Placement by cell class:
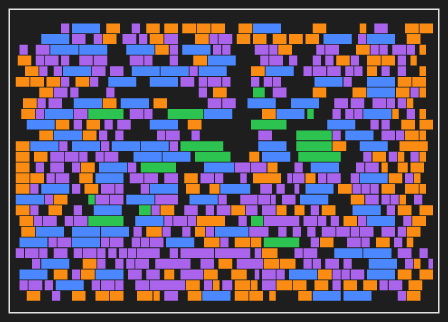
Where the registers sit:
Other sequential cells in the stronger grey, the rest of the logic in the fainter grey.
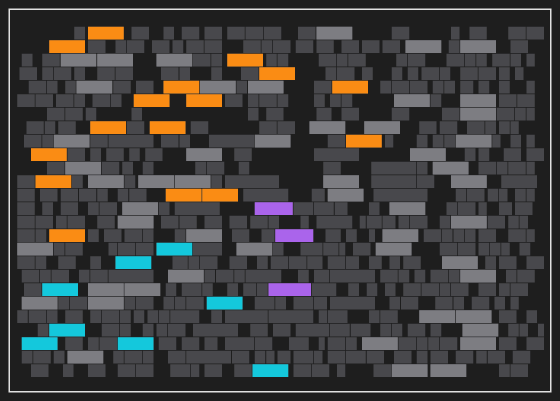
==> src/rtl/alu_operand_sequencer.sv <==
// alu_operand_sequencer
//
// Feeds the 16-bit ALU of the von Neumann datapath. One request (function
// code plus A/B source addresses and Z destination address) is accepted at a
// time. Both operands are fetched serially over the shared memory bus. The
// ALU result is captured in the single EXEC cycle and then written back to Z.
// DONE pulses once the write completes.
//
// Optional feature (compile-time macro ALU_SEQ_TIMEOUT_EN):
//   Defined   - every bus transfer is limited to TIMEOUT_CYC cycles. On expiry
//               the strobe drops, ERR pulses for one cycle and the sequencer
//               returns to IDLE without DONE. An ACK in the expiry cycle wins.
//   Undefined - transfers wait for MEM_ACK indefinitely; ERR is always 0.
//
// Ports
//   CLK, RST                  clock, synchronous active-high reset
//   REQ_VALID / REQ_READY     request handshake (READY only in IDLE)
//   REQ_FUN, REQ_ADDR_A/B/Z   function code and addresses, latched on accept
//   MEM_ADDR, MEM_RD, MEM_WR  shared bus address and strobes (held until ACK)
//   MEM_WDATA, MEM_RDATA      bus write / read data
//   MEM_ACK                   bus transfer complete
//   ALU_A, ALU_B, ALU_FUN     registered ALU operands and function code
//   ALU_Z                     combinational ALU result
//   RESULT                    last captured ALU_Z
//   DONE                      one-cycle pulse after writeback
//   ERR                       one-cycle pulse on bus timeout
//
// state  | meaning
// IDLE   | ready for a request; DONE/ERR of the previous op visible here
// RD_A   | reading operand A from addr_a, waiting for MEM_ACK
// RD_B   | reading operand B from addr_b, waiting for MEM_ACK
// EXEC   | single cycle: capture ALU_Z into RESULT
// WR_Z   | writing RESULT to addr_z, waiting for MEM_ACK

module alu_operand_sequencer #(
    parameter int unsigned DW          = 16,
    parameter int unsigned AW          = 8,
    parameter int unsigned TIMEOUT_CYC = 64
) (
    input  logic          CLK,
    input  logic          RST,
    input  logic          REQ_VALID,
    output logic          REQ_READY,
    input  logic [1:0]    REQ_FUN,
    input  logic [AW-1:0] REQ_ADDR_A,
    input  logic [AW-1:0] REQ_ADDR_B,
    input  logic [AW-1:0] REQ_ADDR_Z,
    output logic [AW-1:0] MEM_ADDR,
    output logic          MEM_RD,
    output logic          MEM_WR,
    output logic [DW-1:0] MEM_WDATA,
    input  logic [DW-1:0] MEM_RDATA,
    input  logic          MEM_ACK,
    output logic [DW-1:0] ALU_A,
    output logic [DW-1:0] ALU_B,
    output logic [1:0]    ALU_FUN,
    input  logic [DW-1:0] ALU_Z,
    output logic [DW-1:0] RESULT,
    output logic          DONE,
    output logic          ERR
);

    typedef enum logic [2:0] {
        ST_IDLE = 3'd0,
        ST_RD_A = 3'd1,
        ST_RD_B = 3'd2,
        ST_EXEC = 3'd3,
        ST_WR_Z = 3'd4
    } state_t;

    state_t        state_q, state_d;
    logic [1:0]    fun_q, fun_d;
    logic [AW-1:0] addr_a_q, addr_a_d;
    logic [AW-1:0] addr_b_q, addr_b_d;
    logic [AW-1:0] addr_z_q, addr_z_d;
    logic [DW-1:0] alu_a_q, alu_a_d;
    logic [DW-1:0] alu_b_q, alu_b_d;
    logic [DW-1:0] result_q, result_d;
    logic          done_q, done_d;
    logic          err_q, err_d;
    logic          timeout_hit;
    logic          in_bus;

    assign in_bus = (state_q == ST_RD_A) || (state_q == ST_RD_B) || (state_q == ST_WR_Z);

`ifdef ALU_SEQ_TIMEOUT_EN
    // Down-counter reloaded outside a waiting transfer; reaching zero with no
    // ACK in that cycle means TIMEOUT_CYC strobe cycles have gone unanswered.
    localparam int unsigned   CW        = $clog2(TIMEOUT_CYC + 1);
    localparam logic [CW-1:0] WAIT_LOAD = CW'(TIMEOUT_CYC - 1);

    logic [CW-1:0] wait_q, wait_d;

    always_comb begin
        wait_d = WAIT_LOAD;
        if (in_bus && !MEM_ACK) begin
            wait_d = wait_q - 1'b1;
        end
    end

    always_ff @(posedge CLK) begin
        if (RST) begin
            wait_q <= '0;
        end else begin
            wait_q <= wait_d;
        end
    end

    assign timeout_hit = in_bus && !MEM_ACK && (wait_q == '0);
`else
    localparam int unsigned timeout_cyc_unused = TIMEOUT_CYC;

    assign timeout_hit = 1'b0;
`endif

    always_comb begin
        state_d  = state_q;
        fun_d    = fun_q;
        addr_a_d = addr_a_q;
        addr_b_d = addr_b_q;
        addr_z_d = addr_z_q;
        alu_a_d  = alu_a_q;
        alu_b_d  = alu_b_q;
        result_d = result_q;
        done_d   = 1'b0;
        err_d    = 1'b0;

        case (state_q)
            ST_IDLE: begin
                if (REQ_VALID) begin
                    fun_d    = REQ_FUN;
                    addr_a_d = REQ_ADDR_A;
                    addr_b_d = REQ_ADDR_B;
                    addr_z_d = REQ_ADDR_Z;
                    state_d  = ST_RD_A;
                end
            end
            ST_RD_A: begin
                if (MEM_ACK) begin
                    alu_a_d = MEM_RDATA;
                    state_d = ST_RD_B;
                end else if (timeout_hit) begin
                    err_d   = 1'b1;
                    state_d = ST_IDLE;
                end
            end
            ST_RD_B: begin
                if (MEM_ACK) begin
                    alu_b_d = MEM_RDATA;
                    state_d = ST_EXEC;
                end else if (timeout_hit) begin
                    err_d   = 1'b1;
                    state_d = ST_IDLE;
                end
            end
            ST_EXEC: begin
                result_d = ALU_Z;
                state_d  = ST_WR_Z;
            end
            ST_WR_Z: begin
                if (MEM_ACK) begin
                    done_d  = 1'b1;
                    state_d = ST_IDLE;
                end else if (timeout_hit) begin
                    err_d   = 1'b1;
                    state_d = ST_IDLE;
                end
            end
            default: begin
                state_d = ST_IDLE;
            end
        endcase
    end

    always_ff @(posedge CLK) begin
        if (RST) begin
            state_q  <= ST_IDLE;
            fun_q    <= '0;
            addr_a_q <= '0;
            addr_b_q <= '0;
            addr_z_q <= '0;
            alu_a_q  <= '0;
            alu_b_q  <= '0;
            result_q <= '0;
            done_q   <= 1'b0;
            err_q    <= 1'b0;
        end else begin
            state_q  <= state_d;
            fun_q    <= fun_d;
            addr_a_q <= addr_a_d;
            addr_b_q <= addr_b_d;
            addr_z_q <= addr_z_d;
            alu_a_q  <= alu_a_d;
            alu_b_q  <= alu_b_d;
            result_q <= result_d;
            done_q   <= done_d;
            err_q    <= err_d;
        end
    end

    // Bus outputs decode from the registered state only, so address and
    // strobe cannot glitch while a transfer waits for ACK.
    always_comb begin
        MEM_ADDR  = '0;
        MEM_RD    = 1'b0;
        MEM_WR    = 1'b0;
        MEM_WDATA = '0;
        case (state_q)
            ST_RD_A: begin
                MEM_RD   = 1'b1;
                MEM_ADDR = addr_a_q;
            end
            ST_RD_B: begin
                MEM_RD   = 1'b1;
                MEM_ADDR = addr_b_q;
            end
            ST_WR_Z: begin
                MEM_WR    = 1'b1;
                MEM_ADDR  = addr_z_q;
                MEM_WDATA = result_q;
            end
            default: begin
            end
        endcase
    end

    assign REQ_READY = (state_q == ST_IDLE);
    assign ALU_A     = alu_a_q;
    assign ALU_B     = alu_b_q;
    assign ALU_FUN   = fun_q;
    assign RESULT    = result_q;
    assign DONE      = done_q;
    assign ERR       = err_q;

endmodule

==> config.mk <==
export PLATFORM = sky130hd
export DESIGN_NAME = alu_operand_sequencer
export DESIGN_NICKNAME = d
export VERILOG_FILES = /design/src/rtl/alu_operand_sequencer.sv
export SDC_FILE = /design/constraint.sdc
export NUM_CORES = 1
export LEC_CHECK = 0
export CORE_ASPECT_RATIO = 0.7
export CORE_MARGIN = 1
export CORE_UTILIZATION = 48
export DETAILED_ROUTE_END_ITERATION = 16
export PLACE_DENSITY = 0.88
export SYNTH_ARGS = -nofsm -noshare
export SYNTH_HDL_FRONTEND = slang
export SYNTH_SLANG_ARGS = --single-unit
==> constraint.sdc <==
create_clock -name CLK -period 2.19 [get_ports CLK]
set_clock_uncertainty 0.05 [all_clocks]
set_input_delay 0.657 -clock CLK [delete_from_list [all_inputs] [get_ports CLK]]
set_output_delay 0.657 -clock CLK [all_outputs]
set_load 0.02 [all_outputs]
==> results.ini <==
[critical_path]
cp_top_family = flip-flops
worstSetupPathDepth = 4
regToRegEndpoint = state_q[2]
cp-startpoint = state_q[0]
reg2reg_depth = 5
end_kind = output port
path_buffers = 2
r2r_start = state_q[0]
rrSetupSlack_ns = 0.70
crit_path_frequent_cell = buf_6

[finish]
layout-drive-gt1-share = 0.145
final_core_util = 0.747
lay_top_count = nand2b_1
n_all_buffers = 156
mostFrequentLayoutCells = 132 x nand2b_1, 111 x clkdlybuf4s50_1, 75 x dfxtp_1
diodes = 1
fill_cells = 535
seq_share = 0.279
flops = 78
nMultiInputCombCells = 265
buffer_area_frac = 0.262

[placed_design]
place_congestion = 0.839
place_ws_ns = -0.339

[power]
switching_share = 0.241
p_int_uw = 2850
p_per_area_nw_per_um2 = 668
powerSeq_uw = 1540
powerComb_uw = 618
total_power_uw = 3750
switchingPower_uw = 903
ir_drop_uv = 525
p_clk_uw = 1590
combPwrFrac = 0.165

[synthesis]
edf_count = 0
synth.avg_cell_area_um2 = 10.1
yosys.area.top_type = dfxtp_1
yosys-top-cells-count = 132 x nand2b_1, 78 x dfxtp_1, 74 x mux2i_1, 16 x and2_1, 14 x clkbuf_1
synthAoiAreaFrac = 0.0251
synthArstFlopShare = 0
syn-instance-count = 378
synth_cell_types = 27
synthXorXnorAreaFrac = 0.00229
ff_type = dfxtp_1
netlist_area_um2 = 3830
muxShareOfSynthArea = 0.196
yosysCellCount = 378
ys_sh_simple = 0.306
ys_seq_frac = 0.408

[sta]
slew_violations = 0
timing.setup.tns_ns = -0.00911
holdWs_ns = 0.420
timing.final.ws_setup_ns = -0.00911
fin_crit_sh = 1.00
setup_viol = 1
fin_crit_ns = 2.20

[flow_run]
cap_violations = 0
warnings = 30

[floorplanning]
dieArea_um2 = 8350
rows = 26
pin_count = 141

[global_routing]
grt_util_met2 = 0.348
grt_use_total = 0.223
use_met3 = 0.0680
grt_pass1_wl_mm = 14.6
antenna_found_initial = 0
grt_overflow = 0

[min_path]
min_to = addr_b_q[7]
hold_depth = 2
hp-class = register to register
min_from = addr_b_q[7]

[route]
final_antenna_net_count = 0
wl_met2_mm = 4.13
routed-via-count = 3069
viasPerCell = 4.99
wl_met1_mm = 4.50

[cts]
cts_made_buffers = 9
cts_tree = built
cts_root_buf = clkbuf_16
clockBufferDepth = 2
cts_sinks = 78
clkSlewWorstSetupHoldPaths_ns = 0.06
post_cts_resized = 122

[status]
status = complete, but fails checks
violations = negative setup slack

-- 'placement by cell class' (at the start) --
colour	class	cells
orange	other buffers and delay cells	156
green	clock drivers and dummy loads	16
blue	flops	78
purple	combinational and other logic	266
fin area: 5620 um2
CORE AREA: 7510 um2

-- 'where the registers sit' (at the start) --
colour	name in the netlist	flops
purple	state_q	3
orange	ALU_B	16
cyan	addr_z_q	8
not coloured	51

